<file path="src/rtl/writeback.sv">
// Writeback stage: retires ALU/load results to the register file and
// runs the two-beat dcache store handshake (address, data, completion).
//
// Ports:
//   clk, reset                   stage clock, synchronous active-high reset
//   opcodeValidIn, canWbIn       upstream valid / memory stage finished
//   currentRipIn                 RIP of the incoming instruction
//   destReg*In                   destination code, write enable, ALU value
//   useMemoryDataIn/memoryDataIn load data select and value
//   isMemoryAccessDestIn         instruction stores to memory
//   memoryAddressDestIn          store address
//   dcReqcyc/dcReq/dcReqtag      dcache request beat valid/payload/tag
//   dcReqack                     dcache accepted current beat
//   dcRespcyc/dcRespack          store completion and its acknowledge
//   regWrEn/regWrAddr/regWrData  register-file write port
//   wbStallOut                   upstream must hold
//   retireOut/retireRipOut       retire pulse and its RIP
module writeback #(
    parameter int TAG_WIDTH = 13,
    parameter logic [TAG_WIDTH-1:0] WRITE_TAG =
        TAG_WIDTH'(13'h1000)
) (
    input  logic                 clk,
    input  logic                 reset,
    input  logic                 opcodeValidIn,
    input  logic                 canWbIn,
    input  logic [63:0]          currentRipIn,
    input  logic [3:0]           destRegIn,
    input  logic                 destRegWriteIn,
    input  logic [63:0]          destRegValueIn,
    input  logic                 useMemoryDataIn,
    input  logic [63:0]          memoryDataIn,
    input  logic                 isMemoryAccessDestIn,
    input  logic [63:0]          memoryAddressDestIn,
    output logic                 dcReqcyc,
    output logic [63:0]          dcReq,
    output logic [TAG_WIDTH-1:0] dcReqtag,
    input  logic                 dcReqack,
    input  logic                 dcRespcyc,
    output logic                 dcRespack,
    output logic                 regWrEn,
    output logic [3:0]           regWrAddr,
    output logic [63:0]          regWrData,
    output logic                 wbStallOut,
    output logic                 retireOut,
    output logic [63:0]          retireRipOut
);

    typedef enum logic [1:0] {
        WB_IDLE,
        WB_ADDR,
        WB_DATA,
        WB_RESP
    } wbState_t;

    // Instruction fields held while a store is in flight.
    typedef struct packed {
        logic [63:0] rip;
        logic [3:0]  dest;
        logic        destWrite;
        logic [63:0] data;
    } wbLatch_t;

    wbState_t    state;
    wbLatch_t    held;
    logic        accept;
    logic [63:0] selData;

    assign accept = (state == WB_IDLE) && opcodeValidIn
                    && canWbIn && !reset;

    assign selData = useMemoryDataIn ? memoryDataIn
                                     : destRegValueIn;

    // A store stalls upstream from its accept cycle so the
    // following instruction waits for the handshake to finish.
    assign wbStallOut = !reset && ((state != WB_IDLE)
                        || (accept && isMemoryAccessDestIn));

    always_ff @(posedge clk) begin
        if (reset) begin
            state        <= WB_IDLE;
            held         <= '0;
            dcReqcyc     <= 1'b0;
            dcReq        <= '0;
            dcReqtag     <= '0;
            dcRespack    <= 1'b0;
            regWrEn      <= 1'b0;
            regWrAddr    <= '0;
            regWrData    <= '0;
            retireOut    <= 1'b0;
            retireRipOut <= '0;
        end else begin
            regWrEn   <= 1'b0;
            retireOut <= 1'b0;
            dcRespack <= 1'b0;

            unique case (state)
                WB_IDLE: begin
                    if (accept) begin
                        held.rip       <= currentRipIn;
                        held.dest      <= destRegIn;
                        held.destWrite <= destRegWriteIn;
                        held.data      <= selData;
                        if (isMemoryAccessDestIn) begin
                            state    <= WB_ADDR;
                            dcReqcyc <= 1'b1;
                            dcReq    <= memoryAddressDestIn;
                            dcReqtag <= WRITE_TAG;
                        end else begin
                            regWrEn      <= destRegWriteIn;
                            regWrAddr    <= destRegIn;
                            regWrData    <= selData;
                            retireOut    <= 1'b1;
                            retireRipOut <= currentRipIn;
                        end
                    end
                end

                WB_ADDR: begin
                    if (dcReqack) begin
                        state <= WB_DATA;
                        dcReq <= held.data;
                    end
                end

                WB_DATA: begin
                    if (dcReqack) begin
                        state    <= WB_RESP;
                        dcReqcyc <= 1'b0;
                    end
                end

                WB_RESP: begin
                    if (dcRespcyc) begin
                        state        <= WB_IDLE;
                        dcRespack    <= 1'b1;
                        regWrEn      <= held.destWrite;
                        regWrAddr    <= held.dest;
                        regWrData    <= held.data;
                        retireOut    <= 1'b1;
                        retireRipOut <= held.rip;
                    end
                end
            endcase
        end
    end

endmodule
</file>
<file path="config.mk">
export PLATFORM = sky130hd
export DESIGN_NAME = writeback
export DESIGN_NICKNAME = d
export VERILOG_FILES = /design/src/rtl/writeback.sv
export SDC_FILE = /design/constraint.sdc
export NUM_CORES = 1
export LEC_CHECK = 0
export CAP_MARGIN = 10
export CORE_MARGIN = 2
export CORE_UTILIZATION = 28
export CTS_CLUSTER_DIAMETER = 150
export CTS_CLUSTER_SIZE = 30
export DETAILED_ROUTE_END_ITERATION = 6
export SLEW_MARGIN = 40
export SYNTH_ARGS = -nofsm -noshare
export SYNTH_HDL_FRONTEND = slang
export SYNTH_SLANG_ARGS = --single-unit
</file>
<file path="constraint.sdc">
create_clock -name clk -period 4 [get_ports clk]
set_clock_uncertainty 0.15 [all_clocks]
set_input_delay 0.6 -clock clk [delete_from_list [all_inputs] [get_ports clk]]
set_output_delay 0.6 -clock clk [all_outputs]
set_load 0.01 [all_outputs]
</file>
Fig. 1: cell classes on the final placement
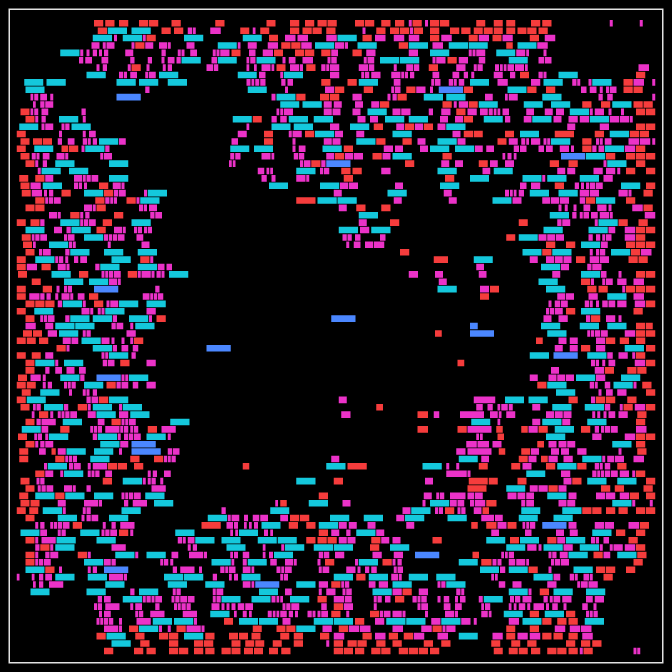
color	class	cells	share of their area
red	remaining buffers and delay cells	498	25%
cyan	registers	336	33%
blue	clock drivers and dummy loads	17	2.0%
magenta	remaining logic cells	1,236	40%
row count: 86
fin area: 21,200 µm²

Fig. 2: gate families picked out
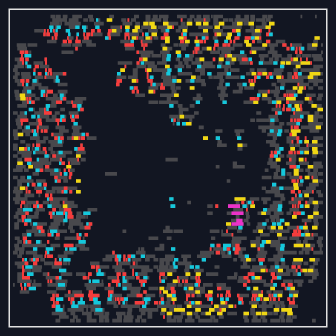
color	family	cells
magenta	fa/ha/maj cells	4
yellow	mux cells	195
cyan	aoi and oai cells	273
red	nand cells	603
multi-input gate share of total cell area: 0.370
most used logic cell in the final layout: clkdlybuf4s50_1

==> flow_summary.toml <==
# yosys + openroad results
[die]
core-area_um2 = 55100
die_h_um = 240
io_pins = 483

[yosys]
synth_cell_types = 36
ys.flops = 336
edf_count = 0
synth_area_per_cell_um2 = 8.88
ys_cells = 1759
yosysTopAreaCell = "dfxtp_1"
yosysSeqAreaShare = 0.431

[placed_design]
place_ws_ns = 0.758
io_buffer_count = 470
gp_congestion = 0.770

[global_route]
grtUsageTotal = 0.179
grt_pass1_wl_mm = 81.0
antenna_found_initial = 5
grt_pass1_vias = 13778

[cts]
cts_root_buf = "clkbuf_16"
post_cts_buffers = 0
cts.clk_slew.worst_paths_ns = 0.11
clockBufferDepth = 3

[run_status]
status = "finished, final reports clean"

[power]
seqPwrFrac = 0.385
p_leak_uw = 0.00791
power_switching_uw = 4680

[setup_path]
worstSetupEndpointType = "primary output"
criticalPathCategory = "in2out"

[timing]
tns_ns = 0
timing.final.crit_period_ns = 3.02
max_slew_margin = 0.428
tightest_slew_ns = 0.858
hold_ws_ns = 0.304
setup_ws_ns = 0.982

[routing]
wirelength_mm = 54.0
post_drt_wl_per_cell_um = 19.0
viasPerCell = 4.97
firstDrtPassIters = 5

[final_layout]
fin_nets = 2360
fin_cells = 2838
nFillCells = 5597
drive_gt1_frac = 0.0963

[hold_path]
hold_start = "held[118]"
Fig. 3: clock routing
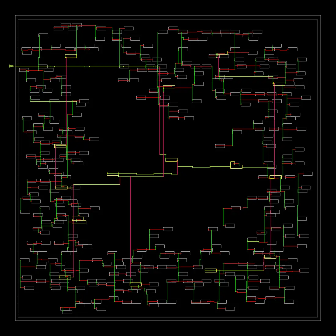
CTS sink cnt: 336
clock buf count: 15
clk ins delay skew pair: 0.55 ns
FFs & Latches: 336

## layer usage
metal	vias up	global-route usage	routed length, µm
li1	6867	-	-
met1	6766	0.231	23500
met2	412	0.295	25100
met3	60	0.0478	4100
met4	4	0.0440	1310
met5	-	0	27
## flip-flops by register name, indices dropped and copies added, names as in the netlist
| signal | cells |
|---|---|
| retireOut | 1 |
| state | 2 |
| dcReqcyc | 1 |
| dcReqtag | 1 |
| held | 133 |
| regWrEn | 1 |
| dcReq | 64 |
| dcRespack | 1 |
| regWrAddr | 4 |
| regWrData | 64 |
| retireRipOut | 64 |
## cell usage in the layout (no fill, tap or decap), drive strengths merged, types with 2 or more instances in the layout
master | synthesis | routed
clkdlybuf4s50 | 0 | 467
dfxtp | 336 | 336
nand2 | 331 | 331
nand3 | 135 | 135
mux2i | 131 | 131
inv | 75 | 76
o21ai | 70 | 70
nand3b | 69 | 69
a221oi | 69 | 69
nand2b | 65 | 65
mux2 | 64 | 64
a2111oi | 64 | 64
a31o | 64 | 64
o211ai | 63 | 63
buf | 68 | 31
clkbuf | 130 | 15
conb | 1 | 12
ha | 4 | 4
diode | 0 | 3
a21oi | 3 | 3
nor2b | 2 | 2
nand4b | 2 | 2
nor2 | 2 | 2
a211oi | 2 | 2
## worst max-delay path, stage by stage
cell	delay [ns]
clkdlybuf4s50_1	0.54
nand4b_1	0.27
a21oi_1	0.25
clkdlybuf4s50_1	0.61
## power groups by stage
stage,logic (µW),registers (µW),clock network [µW]
2_1_floorplan,2770,5130,0
3_3_place_gp,5780,4870,0
3_5_place_dp,5920,4890,0
4_1_cts,5940,4820,1970
5_1_grt,6290,4930,2060
6_report,5840,4820,1860
## cell families (layout without fill, tap and decap cells)
group	Yosys count	in the layout	synth area share
and+or+nand+nor	609	609	0.186
AOI/OAI and AO/OA	341	341	0.176
DFF	336	336	0.431
buffers and inverters	273	590	0.0731
muxes	195	195	0.130
adders and majority gates	4	4	0.00320
other	1	15	0.000240
## final cells by class
| cell class | instances | area (µm²) | share of cell area |
|---|---|---|---|
| Tap cell | 748 | 936 | 0.0440 |
| Timing Repair Buffer | 498 | 5010 | 0.236 |
| Inverter | 75 | 289 | 0.0136 |
| Antenna cell | 3 | 7.51 | 0.000353 |
| Sequential cell | 336 | 6730 | 0.317 |
| Multi-Input combinational cell | 1161 | 7870 | 0.370 |
| Clock buffer | 15 | 375 | 0.0177 |
| Clock inverter | 2 | 38.8 | 0.00183 |
## final timing paths
kind	slack [ns]	depth (start not counted)	endpoint
max	0.98	4	wbStallOut
min	0.30	2	held[118]
max reg2reg	1.35	6	dcReq[12]
min reg2reg	0.30	2	held[118]
## metrics by stage
| stage | area [µm²] | utilization |
|---|---|---|
| floorplan | 15700 | - |
| global placement | 20800 | 0.377 |
| detailed placement | 20800 | 0.378 |
| CTS | 21200 | 0.385 |
| global route | 21200 | 0.386 |
| finish | 21200 | 0.386 |
Power and IR drop assume default switching activity.
